[src/rtl/ps2_mouse_decoder.sv]
// PS/2 mouse receiver: conditions the raw lines, frames bytes, assembles 3-byte packets
// and keeps a screen-clamped cursor. Optional odd-parity check: PS2_PARITY_CHECK_EN.
module ps2_mouse_decoder #(
  parameter int SCREEN_W   = 640,
  parameter int SCREEN_H   = 480,
  parameter int FILTER_LEN = 8,
  parameter int TIMEOUT    = 50000
) (
  input  logic        clk,
  input  logic        rst,
  input  logic        ps2_clk,
  input  logic        ps2_data,
  output logic [15:0] mouse_x,
  output logic [15:0] mouse_y,
  output logic [7:0]  mouse_click,
  output logic        pkt_valid,
  output logic        err
);

  localparam int FW = $clog2(FILTER_LEN + 1);
  localparam int WW = $clog2(TIMEOUT + 1);

  typedef enum logic [1:0] {S_IDLE, S_DATA, S_PARITY, S_STOP} state_t;

  function automatic logic [15:0] clamp(input logic signed [17:0] v, input int maxv);
    if (v < 0)
      return 16'd0;
    else if (v > maxv)
      return 16'(maxv);
    else
      return v[15:0];
  endfunction

  state_t            r_state, w_state_nx;
  logic              r_clk_s1, r_clk_s2, r_dat_s1, r_dat_s2;
  logic              r_filt;
  logic [FW-1:0]     r_filt_cnt;
  logic [2:0]        r_bit_cnt;
  logic [WW-1:0]     r_wd;
  logic [1:0]        r_idx;
  logic [7:0]        r_shift, r_b1;
  logic [2:0]        r_btn, r_btn_out;
  logic              r_xs, r_ys, r_xo, r_yo;
  logic              w_sample, w_byte_ok, w_frame_err, w_timeout, w_par_ok, w_apply;
  logic signed [17:0] w_dx, w_dy, w_x_sum, w_y_sum;

  // Sample event coincides with the filtered clock accepting a new low level
  assign w_sample = r_filt && !r_clk_s2 && (r_filt_cnt == FW'(FILTER_LEN - 1));

`ifdef PS2_PARITY_CHECK_EN
  logic r_par;
  assign w_par_ok = (^r_shift) ^ r_par;
`else
  assign w_par_ok = 1'b1;
`endif

  always_comb begin
    w_state_nx  = r_state;
    w_byte_ok   = 1'b0;
    w_frame_err = 1'b0;
    w_timeout   = 1'b0;
    if (w_sample) begin
      case (r_state)
        S_IDLE:   if (!r_dat_s2) w_state_nx = S_DATA;
        S_DATA:   if (r_bit_cnt == 3'd7) w_state_nx = S_PARITY;
        S_PARITY: w_state_nx = S_STOP;
        S_STOP: begin
          w_state_nx = S_IDLE;
          if (r_dat_s2 && w_par_ok) w_byte_ok   = 1'b1;
          else                      w_frame_err = 1'b1;
        end
        default:  w_state_nx = S_IDLE;
      endcase
    end else if (r_state != S_IDLE && r_wd == WW'(TIMEOUT)) begin
      w_timeout  = 1'b1;
      w_state_nx = S_IDLE;
    end
  end

  assign w_apply = w_byte_ok && (r_idx == 2'd2);
  assign w_dx    = r_xo ? 18'sd0 : {{9{r_xs}}, r_xs, r_b1};
  assign w_dy    = r_yo ? 18'sd0 : {{9{r_ys}}, r_ys, r_shift};
  assign w_x_sum = $signed({2'b00, mouse_x}) + w_dx;
  assign w_y_sum = $signed({2'b00, mouse_y}) - w_dy;

  always_ff @(posedge clk or posedge rst) begin
    if (rst) begin
      r_state    <= S_IDLE;
      r_clk_s1   <= 1'b1;
      r_clk_s2   <= 1'b1;
      r_dat_s1   <= 1'b1;
      r_dat_s2   <= 1'b1;
      r_filt     <= 1'b1;
      r_filt_cnt <= '0;
      r_bit_cnt  <= '0;
      r_wd       <= '0;
      r_idx      <= '0;
      r_btn_out  <= '0;
      mouse_x    <= 16'(SCREEN_W / 2);
      mouse_y    <= 16'(SCREEN_H / 2);
      pkt_valid  <= 1'b0;
      err        <= 1'b0;
    end else begin
      r_state  <= w_state_nx;
      r_clk_s1 <= ps2_clk;
      r_clk_s2 <= r_clk_s1;
      r_dat_s1 <= ps2_data;
      r_dat_s2 <= r_dat_s1;

      if (r_clk_s2 == r_filt) begin
        r_filt_cnt <= '0;
      end else if (r_filt_cnt == FW'(FILTER_LEN - 1)) begin
        r_filt     <= r_clk_s2;
        r_filt_cnt <= '0;
      end else begin
        r_filt_cnt <= r_filt_cnt + 1'b1;
      end

      if (w_timeout || r_state == S_IDLE)
        r_bit_cnt <= '0;
      else if (w_sample && r_state == S_DATA)
        r_bit_cnt <= r_bit_cnt + 1'b1;

      if (w_sample || w_timeout || r_state == S_IDLE)
        r_wd <= '0;
      else
        r_wd <= r_wd + 1'b1;

      // Any framing failure abandons the packet being assembled
      if (w_frame_err || w_timeout) begin
        r_idx <= 2'd0;
      end else if (w_byte_ok) begin
        case (r_idx)
          2'd0:    if (r_shift[3]) r_idx <= 2'd1;
          2'd1:    r_idx <= 2'd2;
          default: r_idx <= 2'd0;
        endcase
      end

      if (w_apply) begin
        mouse_x   <= clamp(w_x_sum, SCREEN_W - 1);
        mouse_y   <= clamp(w_y_sum, SCREEN_H - 1);
        r_btn_out <= r_btn;
      end
      pkt_valid <= w_apply;
      err       <= w_frame_err || w_timeout;
    end
  end

  always_ff @(posedge clk) begin
    if (w_sample && r_state == S_DATA)
      r_shift <= {r_dat_s2, r_shift[7:1]};
`ifdef PS2_PARITY_CHECK_EN
    if (w_sample && r_state == S_PARITY)
      r_par <= r_dat_s2;
`endif
    if (w_byte_ok && r_idx == 2'd0) begin
      r_btn <= r_shift[2:0];
      r_xs  <= r_shift[4];
      r_ys  <= r_shift[5];
      r_xo  <= r_shift[6];
      r_yo  <= r_shift[7];
    end
    if (w_byte_ok && r_idx == 2'd1)
      r_b1 <= r_shift;
  end

  assign mouse_click = {5'b0, r_btn_out};

endmodule

[config.mk]
export PLATFORM = sky130hd
export DESIGN_NAME = ps2_mouse_decoder
export DESIGN_NICKNAME = d
export VERILOG_FILES = /design/src/rtl/ps2_mouse_decoder.sv
export SDC_FILE = /design/constraint.sdc
export NUM_CORES = 1
export LEC_CHECK = 0
export ABC_AREA = 1
export CORE_ASPECT_RATIO = 1.2
export CORE_MARGIN = 3
export CORE_UTILIZATION = 59
export CTS_CLUSTER_DIAMETER = 50
export CTS_CLUSTER_SIZE = 24
export DETAILED_ROUTE_END_ITERATION = 12
export PLACE_DENSITY_LB_ADDON = 0.2
export SLEW_MARGIN = 20
export SYNTH_ARGS = -nofsm -noshare
export SYNTH_HDL_FRONTEND = slang
export SYNTH_SLANG_ARGS = --single-unit
[constraint.sdc]
create_clock -name clk -period 3.2 [get_ports clk]
set_clock_uncertainty 0.1 [all_clocks]
set_input_delay 0.48 -clock clk [delete_from_list [all_inputs] [get_ports clk]]
set_output_delay 0.48 -clock clk [all_outputs]
set_load 0.005 [all_outputs]
Figure 1. Signal wires by layer.
The bar under the picture is 20 µm long.
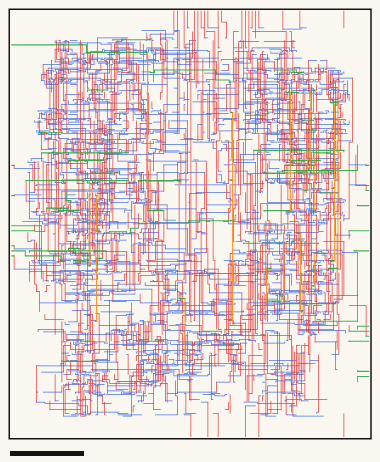
metal 1 -> blue  # wire length 5510 µm
metal 4 -> orange  # wire length 396 µm
metal 2 -> red  # wire length 6880 µm
metal 3 -> green  # wire length 589 µm

Figure 2. Placement view.
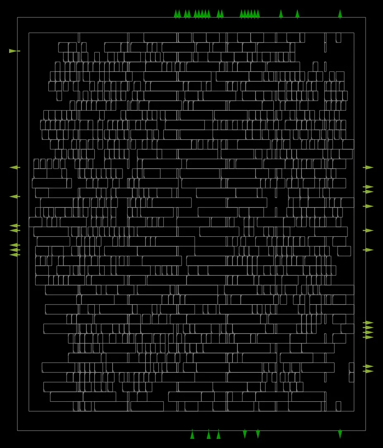
core area: 9660 µm²
total number of sequential cells: 92
flop share of the area: 0.359
count of placed standard cells in the final layout, fillers left out: 965

==> notes.md <==
Results of the flow run.

By area the synthesized netlist is led by dfrtp_1, nand2_1, edfxtp_1, ha_1, inv_1. The area taken by multi-input combinational cells is reported as 2980 µm². The number of synthesized register bits stands at 92. The share of the Yosys chip area taken by registers is 0.410. At the placement stage, the worst setup path has a slack of 92.9 ps. At the floorplan stage, the core utilization is reported as 0.614. TritonRoute output was used to compute an average wire per cell of 13.9 µm.

The via count of the routed design stands at 5237. The number of warnings in the stage logs stands at 32. Per the GRT congestion report, total overflow comes to 0. Before any placement, the netlist area is recorded as 5930 µm². Registers take 2430 µm². The hold path depth stands at 0. According to the finish report, the design has a final net count of 879. For this run the detailed placement stage logged an HPWL of 10200 µm. The depth of the CTS H-tree stands at 3. The static leakage stands at 3.54 nW. The critical path endpoint has a required time of 3330 ps.

The flow ran to the end, and the final reports show no timing, DRC or antenna violations. The first-pass iteration count of the detailed router stands at 5. The synthesized design contains 23 enable-type register cells. In the detailed route, the total length drawn on met2 is 6880 µm.

The highest net fanout along the worst path stands at 11. Entering global routing, the biggest net connects 42 pins. The vias per cell stands at 5.43.

The routed metal-1 wirelength stands at 5510 µm. The clock period minus worst slack stands at 3000 ps. Clock latency on the worst-skew pair, taken at its later pin, is 340 ps.

According to the I/O placement log, the pin count is 46. The area fraction of the largest cell type after synthesis is 0.245. The share of flip-flops with an asynchronous set or reset stands at 0.750. The chip occupies 11300 µm².

The die is 97.5 µm wide. The quantity of hold-fixing buffers added after cts stands at 0. The smallest setup slack after layout stands at 197 ps. The worst IR drop on VDD stands at 252 µV. The number of antenna violations at the first check in global routing stands at 0.

The highest metal layer carrying signal wires in the routed design is met4. In the finished design, the share of the clock period the worst path needs comes to 0.938. The placement report lists the number of port buffers as 40. STA classifies the critical path endpoint as a flop. Once the clock tree was built, the resizer swapped 0 gates to a different size. Looking at the reg2reg group, the worst path starts from r_yo. The clock sink count stands at 92. The final wirelength stands at 13400 µm. Measured against its own limit, the worst slew margin works out to 0.554. The number of nets still failing antenna checks after routing stands at 0. The global routing report lists combined usage of all routing layers as 0.251.

For reference, the top cells by count after synthesis are nand2_1, inv_1, nor2_1. The buffer levels on the longest clock path stands at 2. STA classifies the critical path startpoint as a flop. Post-synthesis, Yosys gives the total cell area as 5930 µm². Logic depth along the worst register-to-register path is recorded as 18. In this run the worst hold path is classified as flop to flop. With fillers left out, the area of the finished cells amounts to 6770 µm². In the Yosys report the total cell count is 790.

From synthesis to final layout, the design area changed by 14.2%. The yosys synthesis warning count stands at 0. The total power divided by cell area stands at 356 nW/µm². The final-report max-slew violation count stands at 0.

The number of rows created at floorplan stands at 39. Counting endpoints that fail hold in the final report gives 0. The synthesized netlist handed to floorplanning was reported with a cell count of 790. Yosys mapped the design onto 45 distinct sky130hd cell types.

Per the synthesis report, the dominant area consumer among library cells is dfrtp_1. The synthesized area per cell stands at 7.51 µm². The instance area after placement stands at 6460 µm². In the final timing run, aggregate negative setup slack is 0 ps. In this run the post-CTS setup repair buffer count came out at 0. Clock tree synthesis selected as its root buffer the cell clkbuf_16. The weighted congestion reported at the end of routability-driven placement stands at 0.915.

The number of diodes stands at 0. The overall power consumption stands at 2.41 mW. The via count of the first global-routing pass stands at 5179. The fraction of final layout cells sized beyond drive strength 1 stands at 0.0819.
Figure 3. The metal 3 layer.
The bar under the picture is 20 µm long.
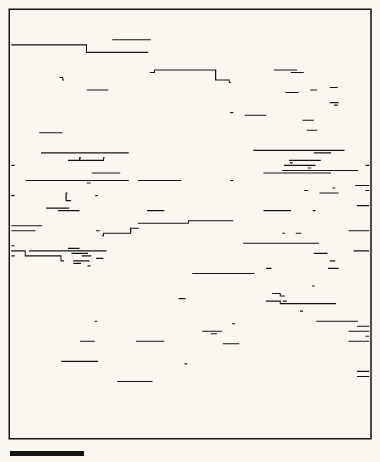
wire length on this layer = 589 µm
longest straight run = 27.6 µm
main direction = horizontal

Figure 4. Cell sizes after repair.
The bar under the picture is 20 µm long.
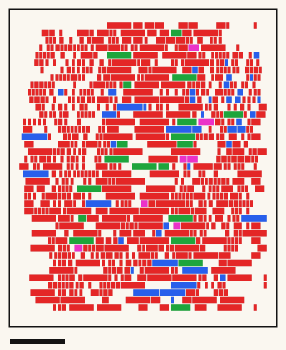
_2 cells -> blue  # cells 43, share 5.1%
_0 and _1 cells -> red  # cells 773, share 92%
_3 and _4 cells -> magenta  # cells 7, share 0.83%
_6 and larger -> green  # cells 19, share 2.3%

-- worst max path at each step --
stage,startpoint,end,depth (start not counted),slack (ps)
floorplan,r_xo,mouse_x[2],18,640
global placement,r_yo,mouse_y[8],17,200
detailed placement,r_yo,mouse_y[8],17,90
CTS,r_yo,mouse_y[8],17,70
global route,r_yo,mouse_y[1],17,9
finish,r_yo,mouse_y[8],18,200
-- routing by layer --
layer | up-vias | global-route usage
met2 | 149 | 0.455
met5 | - | 0
met4 | 0 | 0.107
met3 | 37 | 0.0319
li1 | 2604 | -
met1 | 2447 | 0.303
-- sequential cells by signal (all words and copies together), names as in the netlist, 2 cells and up --
register	cells
mouse_x	16
r_state	2
r_btn	3
r_idx	2
r_btn_out	3
r_shift	8
r_bit_cnt	3
r_wd	16
r_filt_cnt	4
r_b1	8
mouse_y	16
-- per-stage QoR --
step,hold slack (ps),std cells,util
after floorplan,245,794,-
after global placement,247,949,0.668
after detailed placement,247,949,0.668
after CTS,257,965,0.700
after global routing,265,965,0.701
final,257,965,0.701
-- report_power, final --
part	switching, mW	leakage, nW	total, mW	internal, mW
logic	0.0510	2.26	0.0785	0.0275
clock network	0.489	0.155	1.09	0.598
registers	0.0178	1.13	1.24	1.23
total	0.558	3.54	2.41	1.85
-- worst max-delay path: stages, from the launching register on --
cell and delay (ps):
edfxtp_1 410, inv_1 200, nand2_2 200, ha_2 450, nand2_1 120, nor2_1 210
nand3_1 100, nand3_1 160, nand2_1 90, nand2_1 60, nand2_1 100, nand2_1 80
nand2_1 50, nor2_1 90, nand3_1 90, nand2_2 170, nand2_1 80, nand2_1 60
nand2_1 50
-- cell families after synthesis --
group                      count (synthesis)  share of synthesized area
xor gates and xnor gates                  15                     0.0221
buffers and inverters                    131                     0.0922
and+or+nand+nor                          446                      0.325
muxes                                      1                    0.00169
adders and majority gates                 38                     0.0827
AOI/OAI and AO/OA                         66                     0.0662
other                                      1                   0.000632
DFF                                       92                      0.410
-- cell type report --
class                      instances  area share
multi-input combinational        571       0.439
sequential                        92       0.359
inverter                         119      0.0678
timing repair buffer              44      0.0654
clock buffer                      10      0.0369
tap                              123      0.0227
clock inverter                     6     0.00887
-- placed cells by master, fill, tap and decap left out, drive strengths merged --
cell type,n
a211oi,1
a21o,1
a21oi,33
a22oi,1
a31oi,5
a41o,2
a41oi,3
and2,1
buf,4
clkbuf,10
clkdlybuf4s50,40
clkinv,1
conb,5
dfrtp,58
dfstp,11
edfxtp,23
fa,2
ha,36
inv,124
mux2i,1
nand2,280
nand2b,1
nand3,61
nand3b,6
nand4,13
nor2,72
nor3,9
nor4,2
o21a,2
o21ai,17
o41ai,1
or2,1
xnor2,8
xor2,7
Power figures rest on the tool's default switching activity, not on a simulated workload.
